<file path="config.mk">
export PLATFORM = sky130hd
export DESIGN_NAME = countdown_ctrl
export DESIGN_NICKNAME = d
export VERILOG_FILES = /design/src/rtl/countdown_pkg.sv /design/src/rtl/cd_bcd_dec.sv /design/src/rtl/countdown_ctrl.sv
export SDC_FILE = /design/constraint.sdc
export NUM_CORES = 1
export LEC_CHECK = 0
export CAP_MARGIN = 10
export CORE_MARGIN = 1.5
export CORE_UTILIZATION = 35
export CTS_CLUSTER_SIZE = 16
export DETAILED_ROUTE_END_ITERATION = 12
export PLACE_DENSITY = 0.57
export REMOVE_ABC_BUFFERS = 1
export SLEW_MARGIN = 10
export SYNTH_ARGS = -nofsm -noshare
export SYNTH_HDL_FRONTEND = slang
export SYNTH_SLANG_ARGS = --single-unit
</file>
<file path="constraint.sdc">
create_clock -name clk -period 4.5 [get_ports clk]
set_input_delay 1.35 -clock clk [delete_from_list [all_inputs] [get_ports clk]]
set_output_delay 1.35 -clock clk [all_outputs]
set_load 0.01 [all_outputs]
</file>
<file path="src/rtl/countdown_pkg.sv">
// ============================================================================
// Module      : countdown_pkg
// Description : Shared state encoding, digit indices and digit limits for the
//               countdown-timer sequencer.
// Revision    : 1.0 - initial release
// ============================================================================
`default_nettype none

package countdown_pkg;

  typedef enum logic [1:0] {
    EDIT  = 2'd0,
    RUN   = 2'd1,
    PAUSE = 2'd2,
    DONE  = 2'd3
  } cd_state_t;

  // Digit index doubles as the cursor position
  localparam int DIG_HR10  = 0;
  localparam int DIG_HR1   = 1;
  localparam int DIG_MIN10 = 2;
  localparam int DIG_MIN1  = 3;
  localparam int DIG_SEC10 = 4;
  localparam int DIG_SEC1  = 5;

  localparam logic [3:0] MIN10_MAX = 4'd5;
  localparam logic [3:0] SEC10_MAX = 4'd5;
  localparam logic [3:0] DIG_MAX   = 4'd9;

endpackage

`default_nettype wire

</file>
<file path="src/rtl/cd_bcd_dec.sv">
// ============================================================================
// Module      : cd_bcd_dec
// Description : Combinational 6-digit BCD decrement by one second with borrow
//               through sec/min/hour digits; flags an all-zero result.
// Revision    : 1.0 - initial release
// ============================================================================
`default_nettype none

module cd_bcd_dec
  import countdown_pkg::*;
(
  input  logic [23:0] value,
  output logic [23:0] next,
  output logic        is_zero
);

  logic       w_borrow;
  logic [3:0] w_d;
  logic [3:0] w_lim;

  // Packed digit 0 is sec_1; digits 1 and 3 are the tens of seconds/minutes
  always_comb begin
    next     = value;
    w_borrow = 1'b1;
    w_d      = '0;
    w_lim    = '0;
    for (int i = 0; i < 6; i++) begin
      w_d   = value[i*4 +: 4];
      w_lim = (i == 1) ? SEC10_MAX : ((i == 3) ? MIN10_MAX : DIG_MAX);
      if (w_borrow) begin
        if (w_d == 4'd0) begin
          next[i*4 +: 4] = w_lim;
        end else begin
          next[i*4 +: 4] = w_d - 4'd1;
          w_borrow       = 1'b0;
        end
      end
    end
  end

  assign is_zero = (next == 24'd0);

endmodule

`default_nettype wire

</file>
<file path="src/rtl/countdown_ctrl.sv">
// ============================================================================
// Module      : countdown_ctrl
// Description : Countdown-timer sequencer: digit edit, run/pause/resume, alarm.
//               Optional blink_mask output enabled by defining CD_BLINK_EN.
// Revision    : 1.0 - initial release
// ============================================================================
`default_nettype none

module countdown_ctrl
  import countdown_pkg::*;
#(
  parameter int HR_MAX      = 23,
  parameter int DONE_HOLD_S = 10
) (
  input  logic       clk,
  input  logic       reset,
  input  logic       sec_tick,
  input  logic       up,
  input  logic       down,
  input  logic       left,
  input  logic       right,
  input  logic       start,
  output logic [3:0] hr_10,
  output logic [3:0] hr_1,
  output logic [3:0] min_10,
  output logic [3:0] min_1,
  output logic [3:0] sec_10,
  output logic [3:0] sec_1,
  output logic [2:0] cursor,
  output logic       running,
  output logic       alarm
`ifdef CD_BLINK_EN
  ,
  output logic [5:0] blink_mask
`endif
);

  localparam logic [3:0] C_HR10_MAX = 4'(HR_MAX / 10);
  localparam logic [3:0] C_HR1_TOP  = 4'(HR_MAX % 10);
  localparam int         C_HOLD_W   = (DONE_HOLD_S > 1) ? $clog2(DONE_HOLD_S + 1) : 1;

  cd_state_t             r_state;
  logic [3:0]            r_dig [6];
  logic [23:0]           r_preset;
  logic [2:0]            r_cursor;
  logic [C_HOLD_W-1:0]   r_hold;
  logic                  r_running;
  logic                  r_alarm;
  logic [4:0]            r_btn_q;
`ifdef CD_BLINK_EN
  logic                  r_phase;
  logic [5:0]            r_mask;
`endif

  logic [4:0]  w_btn;
  logic [4:0]  w_press;
  logic [23:0] w_value;
  logic [23:0] w_dec_next;
  logic        w_dec_zero;
  logic [3:0]  w_cur;
  logic [3:0]  w_lim;
  logic [3:0]  w_dig_nx;
  logic        w_hold_done;

  // Bit order sets priority: start > left > right > up > down
  assign w_btn   = {start, left, right, up, down};
  assign w_press = w_btn & ~r_btn_q;
  assign w_value = {r_dig[0], r_dig[1], r_dig[2], r_dig[3], r_dig[4], r_dig[5]};

  cd_bcd_dec u_dec (
    .value   (w_value),
    .next    (w_dec_next),
    .is_zero (w_dec_zero)
  );

  always_comb begin
    w_cur = r_dig[r_cursor];
    case (r_cursor)
      3'(DIG_HR10):  w_lim = C_HR10_MAX;
      3'(DIG_HR1):   w_lim = (r_dig[DIG_HR10] == C_HR10_MAX) ? C_HR1_TOP : DIG_MAX;
      3'(DIG_MIN10): w_lim = MIN10_MAX;
      3'(DIG_SEC10): w_lim = SEC10_MAX;
      default:       w_lim = DIG_MAX;
    endcase
    if (w_press[1]) w_dig_nx = (w_cur >= w_lim) ? 4'd0 : w_cur + 4'd1;
    else            w_dig_nx = (w_cur == 4'd0) ? w_lim : w_cur - 4'd1;
  end

  assign w_hold_done = (DONE_HOLD_S != 0) && sec_tick && (int'(r_hold) == DONE_HOLD_S - 1);

  always_ff @(posedge clk) begin
    if (reset) begin
      r_state   <= EDIT;
      for (int i = 0; i < 6; i++) r_dig[i] <= '0;
      r_preset  <= '0;
      r_cursor  <= '0;
      r_hold    <= '0;
      r_running <= 1'b0;
      r_alarm   <= 1'b0;
      r_btn_q   <= '0;
`ifdef CD_BLINK_EN
      r_phase   <= 1'b0;
      r_mask    <= '0;
`endif
    end else begin
      r_btn_q <= w_btn;
      case (r_state)
        EDIT: begin
          if (w_press[4]) begin
            if (w_value != 24'd0) begin
              r_preset  <= w_value;
              r_state   <= RUN;
              r_running <= 1'b1;
`ifdef CD_BLINK_EN
              r_phase   <= 1'b0;
              r_mask    <= '0;
`endif
            end
          end else if (w_press[3] || w_press[2]) begin
            if (w_press[3]) r_cursor <= (r_cursor == 3'd0) ? 3'd5 : r_cursor - 3'd1;
            else            r_cursor <= (r_cursor == 3'd5) ? 3'd0 : r_cursor + 3'd1;
`ifdef CD_BLINK_EN
            r_phase <= 1'b0;
            r_mask  <= '0;
`endif
          end else if (w_press[1] || w_press[0]) begin
            r_dig[r_cursor] <= w_dig_nx;
            // Landing on the top tens-of-hours value may push hours past HR_MAX
            if (r_cursor == 3'(DIG_HR10) && w_dig_nx == C_HR10_MAX &&
                r_dig[DIG_HR1] > C_HR1_TOP)
              r_dig[DIG_HR1] <= C_HR1_TOP;
`ifdef CD_BLINK_EN
            r_phase <= 1'b0;
            r_mask  <= '0;
`endif
          end
`ifdef CD_BLINK_EN
          else if (sec_tick) begin
            r_phase <= ~r_phase;
            r_mask  <= r_phase ? 6'b000000 : (6'b100000 >> r_cursor);
          end
`endif
        end
        RUN: begin
          if (w_press[4]) begin
            r_state   <= PAUSE;
            r_running <= 1'b0;
          end else if (sec_tick) begin
            for (int i = 0; i < 6; i++) r_dig[i] <= w_dec_next[(5-i)*4 +: 4];
            if (w_dec_zero) begin
              r_state   <= DONE;
              r_running <= 1'b0;
              r_alarm   <= 1'b1;
              r_hold    <= '0;
`ifdef CD_BLINK_EN
              r_phase   <= 1'b0;
              r_mask    <= '0;
`endif
            end
          end
        end
        PAUSE: begin
          if (w_press[4]) begin
            r_state   <= RUN;
            r_running <= 1'b1;
          end else if (w_press[3] || w_press[2]) begin
            r_state <= EDIT;
`ifdef CD_BLINK_EN
            r_phase <= 1'b0;
            r_mask  <= '0;
`endif
          end
        end
        DONE: begin
          if (w_press[4] || w_hold_done) begin
            for (int i = 0; i < 6; i++) r_dig[i] <= r_preset[(5-i)*4 +: 4];
            r_state <= EDIT;
            r_alarm <= 1'b0;
            r_hold  <= '0;
`ifdef CD_BLINK_EN
            r_phase <= 1'b0;
            r_mask  <= '0;
`endif
          end else if (sec_tick) begin
            r_hold <= r_hold + 1'b1;
`ifdef CD_BLINK_EN
            r_phase <= ~r_phase;
            r_mask  <= r_phase ? 6'b000000 : 6'b111111;
`endif
          end
        end
        default: r_state <= EDIT;
      endcase
    end
  end

  assign hr_10   = r_dig[DIG_HR10];
  assign hr_1    = r_dig[DIG_HR1];
  assign min_10  = r_dig[DIG_MIN10];
  assign min_1   = r_dig[DIG_MIN1];
  assign sec_10  = r_dig[DIG_SEC10];
  assign sec_1   = r_dig[DIG_SEC1];
  assign cursor  = r_cursor;
  assign running = r_running;
  assign alarm   = r_alarm;
`ifdef CD_BLINK_EN
  assign blink_mask = r_mask;
`endif

endmodule

`default_nettype wire

</file>
Fig. 1: run 1, cells colored by class
The bar under the picture is 20 um long.
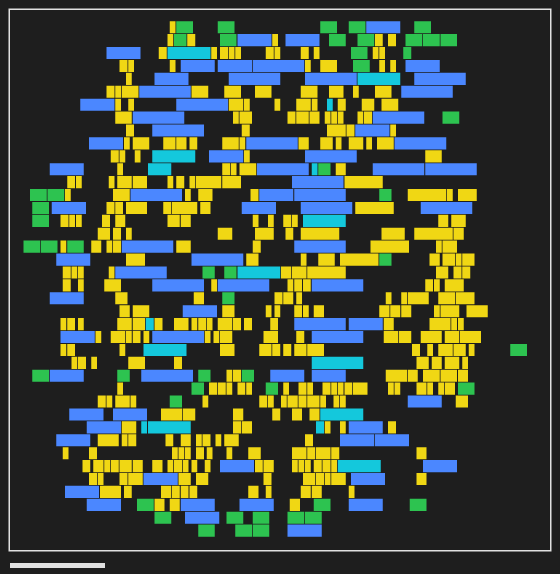
combinational and other logic -> yellow  # cells 375, share of their area 48%
clock drivers and dummy loads -> cyan  # cells 16, share of their area 5.9%
other buffers and delay cells -> green  # cells 49, share of their area 9.2%
flops -> blue  # cells 75, share of their area 37%
fraction of area in registers: 0.3567
post-route cell area: 0.005107 mm^2
row count: 40

Fig. 2: run 1, the metal 1 layer
Supply wires on this layer in gray. Cells faint in the background.
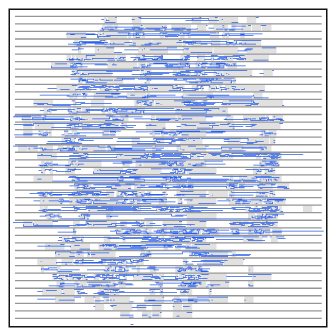
main direction = horizontal
share of all routed wire = 45%
longest straight run = 40.5 um
routed wire length: 12.87 mm
total number of vias: 3864
met1 Usage GRT: 0.2889

==> GITHUB_STEP_SUMMARY, run 1 <==
## Synthesis and layout report

| Metric | Value |
|---|---|
| Critical path startpoint category | flop |
| Synthesized flop and latch total | 75 |
| Fraction of the yosys area taken by sequential cells | 0.4240 |
| Metal2 WL | 5.974 mm |
| Cell count in the Yosys report | 477 |
| Overall track demand over capacity in global routing | 0.2093 |
| Synth Cell Area | 0.004297 mm^2 |
| HPWL Detailed | 9.058 mm |
| Number of inverters outside the clock class in the layout | 11 |
| Quantity of gates resized following cts | 0 |
| Number of setup buffers added after CTS | 0 |
| Met2 usage | 0.3273 |
| Post-layout period usage of the worst path | 0.8732 |
| Top cells by count | nand2_1, a21oi_1, nor2_1, dfxtp_1, edfxtp_1 |
| Tally of filler cells in the layout | 1184 |
| Bufs and invs on worst path | 1 |
| Area taken by flip-flops and latches | 0.001822 mm^2 |
| Post-synthesis area per instance | 9.008 um^2 |
| Count of cell instances traversed by the critical path | 11 |
| Post-synth area from yosys stat | 0.004297 mm^2 |
| Combinational-cell power consumption | 0.514 mW |
| Number of antenna cells inserted | 0 |
| Number of warnings in the stage logs | 27 |
| Sequential group share of total power | 0.403 |
| Cell class ranked first by area | logic gates |
| Critical Path End | r_dig[1][3] |
| Group drawing the most power | sequential cells |
| Total power per unit cell area | 403.0 mW/mm^2 |
| Type of the worst setup path | flop to flop |
| Area used by multi-input combinational logic | 0.002317 mm^2 |
| Max reg flops | 32 |
| First-pass detailed-route iteration total | 5 |
| TritonCTS sink count | 75 |
| Max Fclk | 0.2545 GHz |
| Setup Viol. Count Final | 0 |
| CP Cell Sequence | mux4_2, mux2i_2, inv_1, ha_1, or4b_2, a2111oi_0, o21bai_1, o2111ai_1, nor4_1, a31oi_1, nand2_1 |
| Post-synth tally of flip-flops with integrated enable | 32 |
| Normalized max-slew margin | 0.3200 |
| Buffers added on ports | 36 |
| Family with the most delay on the worst path | AND-OR/OR-AND gates |
| Setup clock skew after layout | 9.297 ps |
| Placed standard-cell area | 0.004817 mm^2 |
| Post-layout min period | 3929 ps |
| Master cell of the clock root buffer | clkbuf_16 |
| Area share of and/or/nand/nor cells after synthesis | 0.2397 |
| Final Hold Violating Endpoints | 0 |
| Library cell with the highest instance count after synthesis | nand2_1 |
| Synthesized instance count | 477 |
| Highest-count cells in the layout ignoring fill and taps | nand2_1, a21oi_1, nor2_1 |
| Combinational share of cell area | 0.4537 |
| Die height | 113.8 um |
| DR vias/cell | 5.837 |
| Result of the run | complete, no violations |
| Crit path DAT | 3990 ps |
| Dominant non-sequential cell family after synthesis | simple AND/OR/NAND/NOR gates |
| Tightest Hold Check Type | flop to flop |
| Post-synth area hogs | edfxtp_1, dfxtp_1, nand2_1, a21oi_1, nor2_1 |
| Worst IR Drop VDD | 0.1541 mV |
| LEAKAGE | 1.788 nW |
| Share of final-layout standard cells stronger than drive strength 1 | 0.1029 |
| Worst-Margin Slew | 1020 ps |
| Global-route layer with the greatest usage | met2 |
| Number of library cell types mapped by synthesis | 64 |
| Xor-xnor portion of the synthesized cell area | 0.02038 |
| Setup slack at placement | 563.6 ps |
| Registers with the most flip-flops | r_dig x32, r_preset x24, r_btn_q x5 |
| Well-Tap Cells | 147 |
| Combinational share of power | 0.250 |
| Sequential cell power | 0.829 mW |
| Number of top-level design ports | 37 |
Fig. 3: run 1, cell sizes after repair
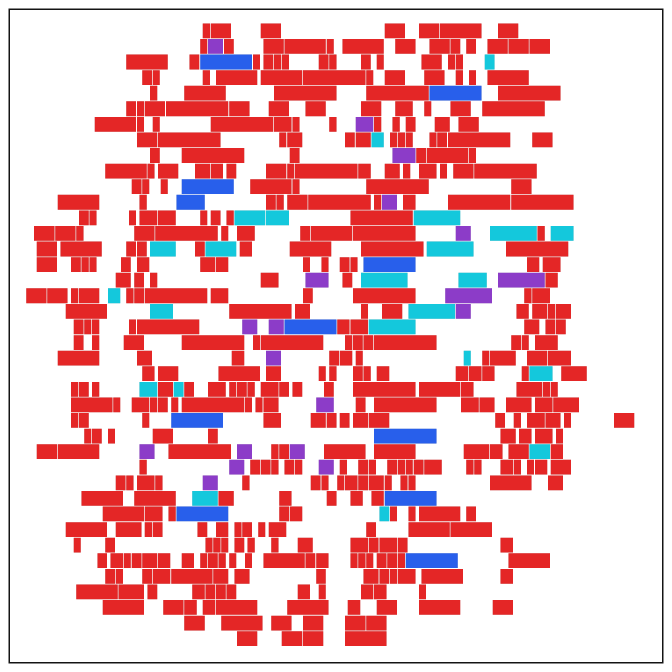
_0 and _1 cells -> red  # cells 462
_6 and larger -> blue  # cells 11
_2 cells -> cyan  # cells 23
_3 and _4 cells -> purple  # cells 19
layout overhead on the synthesized area: 18.87%
non-clock buffer count in the final layout: 49
Worst Setup Slack, final: 570.7 ps

==> run 1 -> run 2 <==
--- a/config.mk
+++ b/config.mk
@@ -8,7 +8,7 @@
 export CAP_MARGIN = 10
 export CORE_MARGIN = 1.5
 export CORE_UTILIZATION = 35
-export CTS_CLUSTER_SIZE = 16
+export CTS_CLUSTER_SIZE = 8
 export DETAILED_ROUTE_END_ITERATION = 12
 export PLACE_DENSITY = 0.57
 export REMOVE_ABC_BUFFERS = 1
Fig. 4: run 2, the clock network
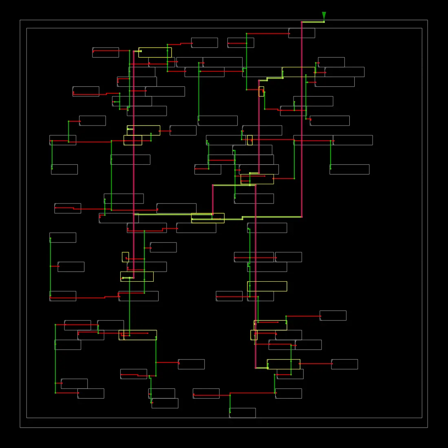
clock buf count: 13
Power Clock: 0.716 mW
setup clock skew after layout: 9.297 ps
total CTS buffers: 9

==> run 2 against run 1 <==
  * Die area did not move
  * Sequential share of layout area did not move
  * Area after synthesis did not move
  * Final cell count did not move
  * Clock skew did not move
  * Setup slack did not move
  * Worst hold slack did not move
  * Clock power barely moved
  * Highest routed layer unchanged
  * Largest cell class unchanged
  * Register-to-register slack barely moved
  * Sequential cell count did not move
==> GITHUB_STEP_SUMMARY, run 2 <==
## Synthesis and layout report

| Metric | Value |
|---|---|
| Result of the run | complete, no violations |
| Number of antenna cells inserted | 0 |
| LEAKAGE | 1.788 nW |
| Buffers added on ports | 36 |
| Combinational share of power | 0.250 |
| Group drawing the most power | sequential cells |
| TritonCTS sink count | 75 |
| Dominant non-sequential cell family after synthesis | simple AND/OR/NAND/NOR gates |
| Number of top-level design ports | 37 |
| Cell count in the Yosys report | 477 |
| Well-Tap Cells | 147 |
| Fraction of the yosys area taken by sequential cells | 0.4240 |
| Critical Path End | r_dig[1][3] |
| Top cells by count | nand2_1, a21oi_1, nor2_1, dfxtp_1, edfxtp_1 |
| Number of setup buffers added after CTS | 0 |
| Max reg flops | 32 |
| Die height | 113.8 um |
| Family with the most delay on the worst path | AND-OR/OR-AND gates |
| Placed standard-cell area | 0.004817 mm^2 |
| Cell class ranked first by area | logic gates |
| Combinational share of cell area | 0.4537 |
| Worst-Margin Slew | 1020 ps |
| Master cell of the clock root buffer | clkbuf_16 |
| DR vias/cell | 5.837 |
| Highest-count cells in the layout ignoring fill and taps | nand2_1, a21oi_1, nor2_1 |
| Sequential group share of total power | 0.403 |
| Synth Cell Area | 0.004297 mm^2 |
| Post-route cell area | 0.005107 mm^2 |
| Post-synthesis area per instance | 9.008 um^2 |
| Area taken by flip-flops and latches | 0.001822 mm^2 |
| Sequential cell power | 0.829 mW |
| Metal2 WL | 5.974 mm |
| Layout overhead on the synthesized area | 18.87% |
| Row count | 40 |
| Library cell with the highest instance count after synthesis | nand2_1 |
| Post-synth tally of flip-flops with integrated enable | 32 |
| Tightest Hold Check Type | flop to flop |
| Bufs and invs on worst path | 1 |
| Worst Setup Slack, final | 570.7 ps |
| Number of library cell types mapped by synthesis | 64 |
| HPWL Detailed | 9.058 mm |
| Number of inverters outside the clock class in the layout | 11 |
| Type of the worst setup path | flop to flop |
| Combinational-cell power consumption | 0.514 mW |
| Area used by multi-input combinational logic | 0.002317 mm^2 |
| First-pass detailed-route iteration total | 5 |
| Share of final-layout standard cells stronger than drive strength 1 | 0.1029 |
| Met1 Usage GRT | 0.2889 |
| Max Fclk | 0.2545 GHz |
| Post-layout min period | 3929 ps |
| Synthesized flop and latch total | 75 |
| Critical path startpoint category | flop |
| Count of cell instances traversed by the critical path | 11 |
| Synthesized instance count | 477 |
| Post-synth area from yosys stat | 0.004297 mm^2 |
| Setup Viol. Count Final | 0 |
| Total power per unit cell area | 403.0 mW/mm^2 |
| Overall track demand over capacity in global routing | 0.2093 |
| Tally of filler cells in the layout | 1184 |
| Final Hold Violating Endpoints | 0 |
| Normalized max-slew margin | 0.3200 |
| CP Cell Sequence | mux4_2, mux2i_2, inv_1, ha_1, or4b_2, a2111oi_0, o21bai_1, o2111ai_1, nor4_1, a31oi_1, nand2_1 |
Fig. 5: run 2, cell sizes after repair
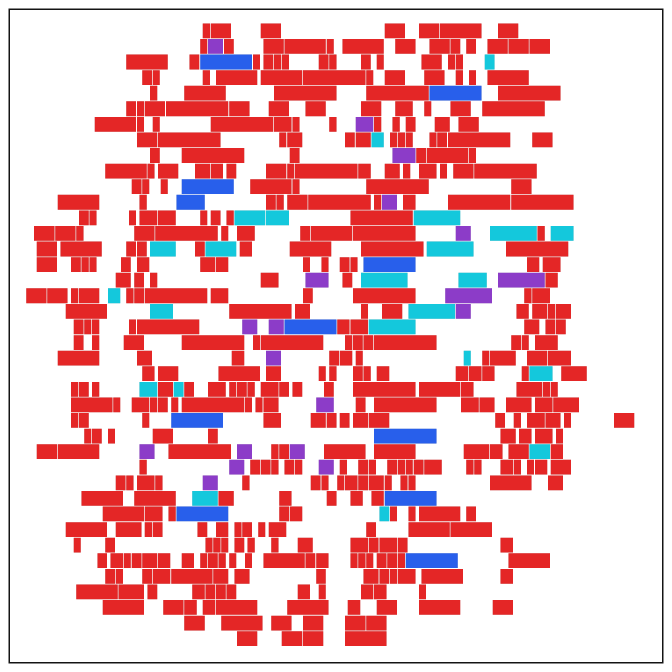
_6 and larger -> blue  # cells 11
_0 and _1 cells -> red  # cells 462
_2 cells -> cyan  # cells 23
_3 and _4 cells -> purple  # cells 19

==> run 2 -> run 3 <==
--- a/config.mk
+++ b/config.mk
@@ -11,7 +11,6 @@
 export CTS_CLUSTER_SIZE = 8
 export DETAILED_ROUTE_END_ITERATION = 12
 export PLACE_DENSITY = 0.57
-export REMOVE_ABC_BUFFERS = 1
 export SLEW_MARGIN = 10
 export SYNTH_ARGS = -nofsm -noshare
 export SYNTH_HDL_FRONTEND = slang
Fig. 6: run 3, the clock network
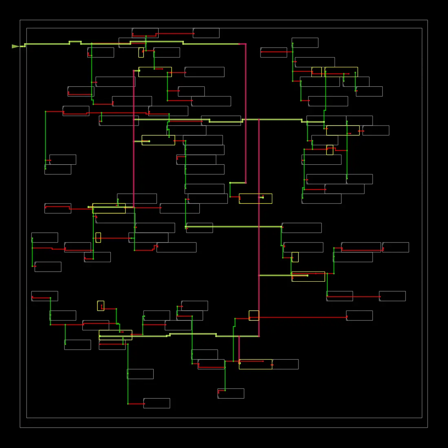
registers: 75
TritonCTS sink count: 75

Fig. 7: run 3, cells colored by class
The bar under the picture is 20 um long.
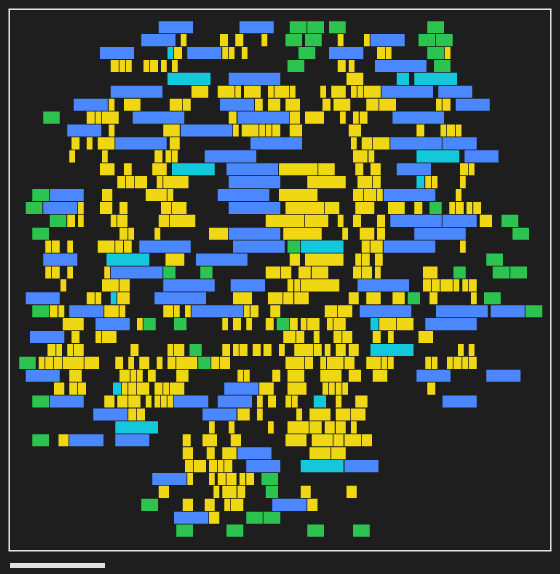
other buffers and delay cells -> green  # cells 48, share of their area 9.2%
clock drivers and dummy loads -> cyan  # cells 16, share of their area 5.4%
flops -> blue  # cells 75, share of their area 37%
combinational and other logic -> yellow  # cells 375, share of their area 48%
fraction of the core area covered by cells at the end of the flow: 0.4227
post-route cell area: 0.005077 mm^2
area of the placeable core: 0.01201 mm^2

==> run 3 against run 2 <==
  * Global-route usage fell by 0.84 points
  * Clock skew decreased by 2.1 ps
  * Total power down 3.8%
  * Synthesized cell count did not move
  * Combinational power shrank 2%
  * Die area stayed put
  * Wire length fell by 4.7%
  * Worst hold slack got worse by 1.6 ps
  * Sequential cell count stayed put
  * Sequential share of layout area grew 0.21 points
  * Setup slack got worse by 98 ps
==> GITHUB_STEP_SUMMARY, run 3 <==
## Synthesis and layout report

| Metric | Value |
|---|---|
| Total CTS buffers | 9 |
| Highest-count cells in the layout ignoring fill and taps | nand2_1, a21oi_1, nor2_1 |
| Post-synthesis area per instance | 9.008 um^2 |
| Setup clock skew after layout | 7.201 ps |
| Result of the run | complete, no violations |
| Post-layout period usage of the worst path | 0.8950 |
| Total number of vias | 3769 |
| Non-clock buffer count in the final layout | 48 |
| Worst-Margin Slew | 825.3 ps |
| Post-synth tally of flip-flops with integrated enable | 32 |
| Total power per unit cell area | 389.9 mW/mm^2 |
| Normalized max-slew margin | 0.4474 |
| Area taken by flip-flops and latches | 0.001822 mm^2 |
| Sequential cell power | 0.824 mW |
| Buffers added on ports | 36 |
| Master cell of the clock root buffer | clkbuf_16 |
| Routed wire length | 12.27 mm |
| Number of inverters outside the clock class in the layout | 11 |
| Registers with the most flip-flops | r_dig x32, r_preset x24, r_btn_q x5 |
| Fraction of area in registers | 0.3588 |
| Layout overhead on the synthesized area | 18.17% |
| Critical path startpoint category | flop |
| Dominant non-sequential cell family after synthesis | simple AND/OR/NAND/NOR gates |
| Library cell with the highest instance count after synthesis | nand2_1 |
| Setup slack at placement | 500.9 ps |
| Xor-xnor portion of the synthesized cell area | 0.02038 |
| Number of antenna cells inserted | 0 |
| Worst IR Drop VDD | 0.1967 mV |
| First-pass detailed-route iteration total | 4 |
| Setup Viol. Count Final | 0 |
| Global-route layer with the greatest usage | met2 |
| Number of setup buffers added after CTS | 0 |
| Final Hold Violating Endpoints | 0 |
| CP Cell Sequence | mux4_2, mux2i_2, inv_1, ha_1, or4b_2, a2111oi_0, o21bai_1, o2111ai_1, nor4_1, a31oi_1, nand2_1 |
| Combinational share of cell area | 0.4564 |
Power figures rest on the tool's default switching activity, not on a simulated workload.
